===== src/rtl/video_fetch_timing.sv =====
// Raster timing and video-memory fetch-address generator with run-time mode select and frame-latched scroll base.
// Latency: vmem_addr is 1 cycle behind the raster counters; draw_area/hsync/vsync/chr_* are FETCH_LAT cycles behind.
// Backpressure: none; free-running off pixclk and always advancing.
//
// Ports:
//   pixclk, reset        pixel clock, synchronous active-high reset
//   mode_in, scroll_base sampled only on the last pixel of a frame
//   vmem_addr            video-memory read address (cell index in text mode, pixel-group index in bitmap modes)
//   chr_row, chr_col     glyph row/column inside the character cell, aligned with draw_area
//   draw_area, hsync, vsync  delayed raster qualifiers
//   frame_start          undelayed pulse while the counters sit at (0,0)
//   mode_active          mode in force for the current frame
module video_fetch_timing #(
  parameter int H_ACTIVE  = 640,
  parameter int H_FP      = 16,
  parameter int H_SYNC    = 96,
  parameter int H_BP      = 48,
  parameter int V_ACTIVE  = 480,
  parameter int V_FP      = 10,
  parameter int V_SYNC    = 2,
  parameter int V_BP      = 33,
  parameter int AW        = 17,
  parameter int CHAR_W    = 8,
  parameter int CHAR_H    = 8,
  parameter int FETCH_LAT = 2
) (
  input  logic                      pixclk,
  input  logic                      reset,
  input  logic [1:0]                mode_in,
  input  logic [AW-1:0]             scroll_base,
  output logic [AW-1:0]             vmem_addr,
  output logic [$clog2(CHAR_H)-1:0] chr_row,
  output logic [$clog2(CHAR_W)-1:0] chr_col,
  output logic                      draw_area,
  output logic                      hsync,
  output logic                      vsync,
  output logic                      frame_start,
  output logic [1:0]                mode_active
);

  localparam int H_TOTAL = H_ACTIVE + H_FP + H_SYNC + H_BP;
  localparam int V_TOTAL = V_ACTIVE + V_FP + V_SYNC + V_BP;
  localparam int HW      = $clog2(H_TOTAL);
  localparam int VW      = $clog2(V_TOTAL);
  localparam int RW      = $clog2(CHAR_H);
  localparam int CW      = $clog2(CHAR_W);
  localparam int PW      = 3 + RW + CW;

  localparam logic [1:0]    MODE_X4 = 2'b01;
  localparam logic [1:0]    MODE_X2 = 2'b10;
  localparam logic [AW-1:0] N_TEXT  = AW'(H_ACTIVE / CHAR_W);
  localparam logic [AW-1:0] N_X4    = AW'(H_ACTIVE / 4);
  localparam logic [AW-1:0] N_X2    = AW'(H_ACTIVE / 2);

  logic [HW-1:0] cx;
  logic [VW-1:0] cy;
  logic [AW-1:0] row_base;

  logic [31:0]   cx32, cy32;
  logic          active, line_end, frame_end, sub_last, row_adv, hs_raw, vs_raw;
  logic [AW-1:0] col, cells;
  logic [VW-1:0] ymask;
  logic [PW-1:0] pipe_in;
  logic [PW-1:0] pipe [FETCH_LAT];

  always_comb begin
    cx32 = 32'(cx);
    cy32 = 32'(cy);

    active    = (cx32 < H_ACTIVE) && (cy32 < V_ACTIVE);
    line_end  = (cx32 == H_TOTAL - 1);
    frame_end = line_end && (cy32 == V_TOTAL - 1);
    hs_raw    = (cx32 >= H_ACTIVE + H_FP) && (cx32 < H_ACTIVE + H_FP + H_SYNC);
    vs_raw    = (cy32 >= V_ACTIVE + V_FP) && (cy32 < V_ACTIVE + V_FP + V_SYNC);

    // Cell geometry; all widths/heights are powers of two so division is a shift
    // and "cy mod SY == SY-1" is an all-ones test on the low bits.
    case (mode_active)
      MODE_X4: begin
        col   = AW'(cx >> 2);
        cells = N_X4;
        ymask = VW'(3);
      end
      MODE_X2: begin
        col   = AW'(cx >> 1);
        cells = N_X2;
        ymask = VW'(1);
      end
      default: begin
        col   = AW'(cx >> CW);
        cells = N_TEXT;
        ymask = VW'(CHAR_H - 1);
      end
    endcase

    sub_last = ((cy & ymask) == ymask);
    // Advance on the last visible pixel so the blanking interval already
    // prefetches the first cell of the next cell row.
    row_adv  = (cx32 == H_ACTIVE - 1) && (cy32 < V_ACTIVE) && sub_last;

    pipe_in  = {active, hs_raw, vs_raw, RW'(cy), CW'(cx)};
  end

  always_ff @(posedge pixclk) begin
    if (reset) begin
      cx          <= '0;
      cy          <= '0;
      row_base    <= '0;
      mode_active <= '0;
      vmem_addr   <= '0;
      for (int i = 0; i < FETCH_LAT; i++) pipe[i] <= '0;
    end else begin
      cx <= line_end ? '0 : cx + 1'b1;
      if (line_end) cy <= (cy32 == V_TOTAL - 1) ? '0 : cy + 1'b1;

      vmem_addr <= active ? row_base + col : row_base;

      // Frame latch wins over the row advance.
      if (frame_end) begin
        row_base    <= scroll_base;
        mode_active <= (mode_in == 2'b11) ? MODE_X4 : mode_in;
      end else if (row_adv) begin
        row_base <= row_base + cells;
      end

      pipe[0] <= pipe_in;
      for (int i = 1; i < FETCH_LAT; i++) pipe[i] <= pipe[i-1];
    end
  end

  assign {draw_area, hsync, vsync, chr_row, chr_col} = pipe[FETCH_LAT-1];

  // Gated by reset so the pulse stays low while reset is held and appears in
  // the first cycle reset is released with the counters still at (0,0).
  assign frame_start = ~reset & (cx == '0) & (cy == '0);

endmodule


===== config.mk =====
export PLATFORM = sky130hd
export DESIGN_NAME = video_fetch_timing
export DESIGN_NICKNAME = d
export VERILOG_FILES = /design/src/rtl/video_fetch_timing.sv
export SDC_FILE = /design/constraint.sdc
export NUM_CORES = 1
export LEC_CHECK = 0
export CAP_MARGIN = 25
export CORE_ASPECT_RATIO = 1.5
export CORE_MARGIN = 2
export CORE_UTILIZATION = 45
export DETAILED_ROUTE_END_ITERATION = 12
export MAX_ROUTING_LAYER = met4
export PLACE_DENSITY = 0.67
export SYNTH_ARGS = -nofsm -noshare
export SYNTH_HDL_FRONTEND = slang
export SYNTH_SLANG_ARGS = --single-unit

===== constraint.sdc =====
create_clock -name pixclk -period 6.8 [get_ports pixclk]
set_input_delay 1.02 -clock pixclk [delete_from_list [all_inputs] [get_ports pixclk]]
set_output_delay 1.02 -clock pixclk [all_outputs]
set_load 0.05 [all_outputs]

**Cell classes on the final placement**

Scale: 3 px per um. Fill, decap, tap and diode cells in grey.
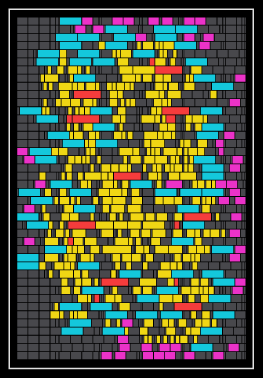
Cyan stands for flops, cells 74. Yellow stands for all other logic, cells 344. Red stands for clock drivers and dummy loads, cells 16. Magenta stands for other buffers and delay cells, cells 51.

**Clock wires, drivers and flops**

Scale: 4 px per um.
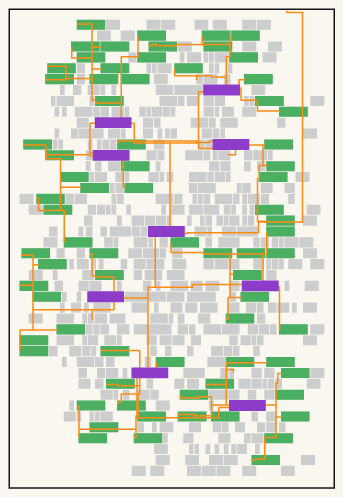
Orange stands for clock wires, length 949 um. Green stands for flip-flops, count 74. Purple stands for cells driving clock nets, count 9.
There are 10 routed clock nets.

==> results.py <==
# Generated from Yosys and OpenROAD reports
metrics = {
    "drt": {
        "first_pass_iters": 5,
        "post_drt_via_cell_ratio": 5.51,
    },
    "sta": {
        "rsz0062_at_grt": "no",
        "worst_pin_slew_ns": 0.763,
        "finalCritPeriodShare_pct": 58.9,
    },
    "power_and_ir_drop": {
        "p_switching_uw": 196,
    },
    "setup_path": {
        "crit_required_ns": 5.78,
        "max_stage_delay_ns": 0.87,
        "endpoint": "frame_start",
    },
    "min_path": {
        "hold_path_end": "pipe[0][16]$_SDFF_PP0_",
        "hold_path_depth": 1,
        "hold_class": "flip-flop to flip-flop",
    },
    "outcome": {
        "status": "finished clean",
    },
    "clock_network": {
        "clk_pin_slew_ns": 0.05,
        "post-cts-setup-buffers": 0,
        "clock_latency_ns": 0.33,
        "cts_resized": 0,
        "h-tree-depth": 3,
    },
    "placement": {
        "dp.cells": 578,
        "dp_hpwl_mm": 6.06,
    },
    "layout": {
        "finish.utilization_pct": 54.1,
        "final_nets": 526,
        "final_common_cell": "dfxtp_1",
    },
    "logic_synthesis": {
        "topCellsByArea": "dfxtp_1 37%, ha_1 7.2%, nor2_1 5.8%",
    },
    "global_route": {
        "grt_antenna_before_repair": 0,
    },
    "die": {
        "chipArea_mm2": 0.00965,
    },
}
**Wires at chosen ports, followed through buffers**

Scale: 3 px per um.
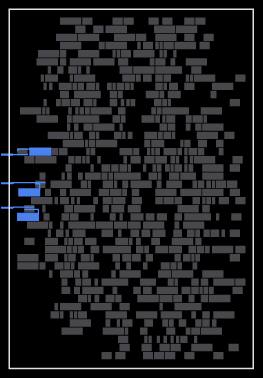
Blue stands for chr_row, bits 3, direction output, edge west, end cells 3, buffers 3, wire 46.1 um.
num ports: 50
port bufs: 49

**The clock network**

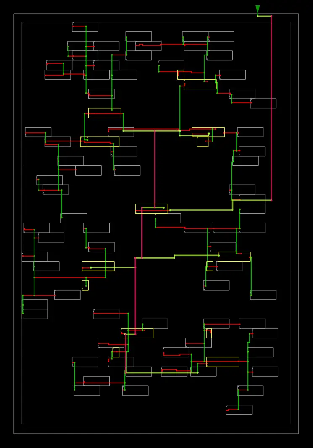
Clk. pwr: 418 uW
Worst Clk Skew: 0.00382 ns
Num CTS Buffers: 9
seq_cells: 74

[sequential cells by signal, indices dropped and copies added (netlist names)]
register / flops
cx: 10
cy: 10
mode_active: 2
pipe: 18
row_base: 17
vmem_addr: 17
[routing by layer]
| metal | routed length [um] | GRT usage [%] | vias up |
|---|---|---|---|
| met2 | 4320 | 32.1 | 59 |
| met5 | 0 | - | - |
| li1 | - | - | 1677 |
| met3 | 289 | 4.32 | 21 |
| met1 | 3630 | 22.3 | 1520 |
| met4 | 239 | 8.58 | 0 |
[final cells by class]
cell class / instances / area (um^2) / area share [%]
Clock buffer: 10 / 229 / 4.85
Clock inverter: 6 / 33.8 / 0.716
Inverter: 12 / 45.0 / 0.955
Multi-Input combinational cell: 332 / 2280 / 48.4
Sequential cell: 74 / 1480 / 31.4
Tap cell: 110 / 138 / 2.92
Timing Repair Buffer: 51 / 508 / 10.8
[kinds of logic after synthesis]
logic type               after synthesis  share of synthesized area (%)
AND/OR/NAND/NOR                      179                           23.9
AND-OR/OR-AND                         88                           16.0
flip-flops                            74                           37.2
buffers and inverters                 46                           5.62
XOR/XNOR                              28                           6.15
adder cells (fa/ha/maj)               25                           8.22
multiplexers                          12                           3.01
[power groups by stage]
| stage | combinational, uW | clock, uW | sequential (uW) |
|---|---|---|---|
| after floorplan | 18.6 | 0 | 449 |
| after global placement | 35.3 | 0 | 450 |
| after detailed placement | 35.8 | 0 | 450 |
| after CTS | 36.0 | 428 | 440 |
| after global routing | 38.6 | 452 | 441 |
| final | 35.4 | 418 | 440 |
[worst reg2reg max path, cell delays in order (launching register included)]
cell	delay, ns
dfxtp_1	0.41
inv_1	0.09
ha_1	0.55
o21ai_0	0.18
ha_1	0.23
fa_1	0.43
a211oi_1	0.39
o211ai_1	0.19
a31oi_1	0.58
or4_1	0.21
a21oi_1	0.07
Power figures rest on the tool's default switching activity, not on a simulated workload.
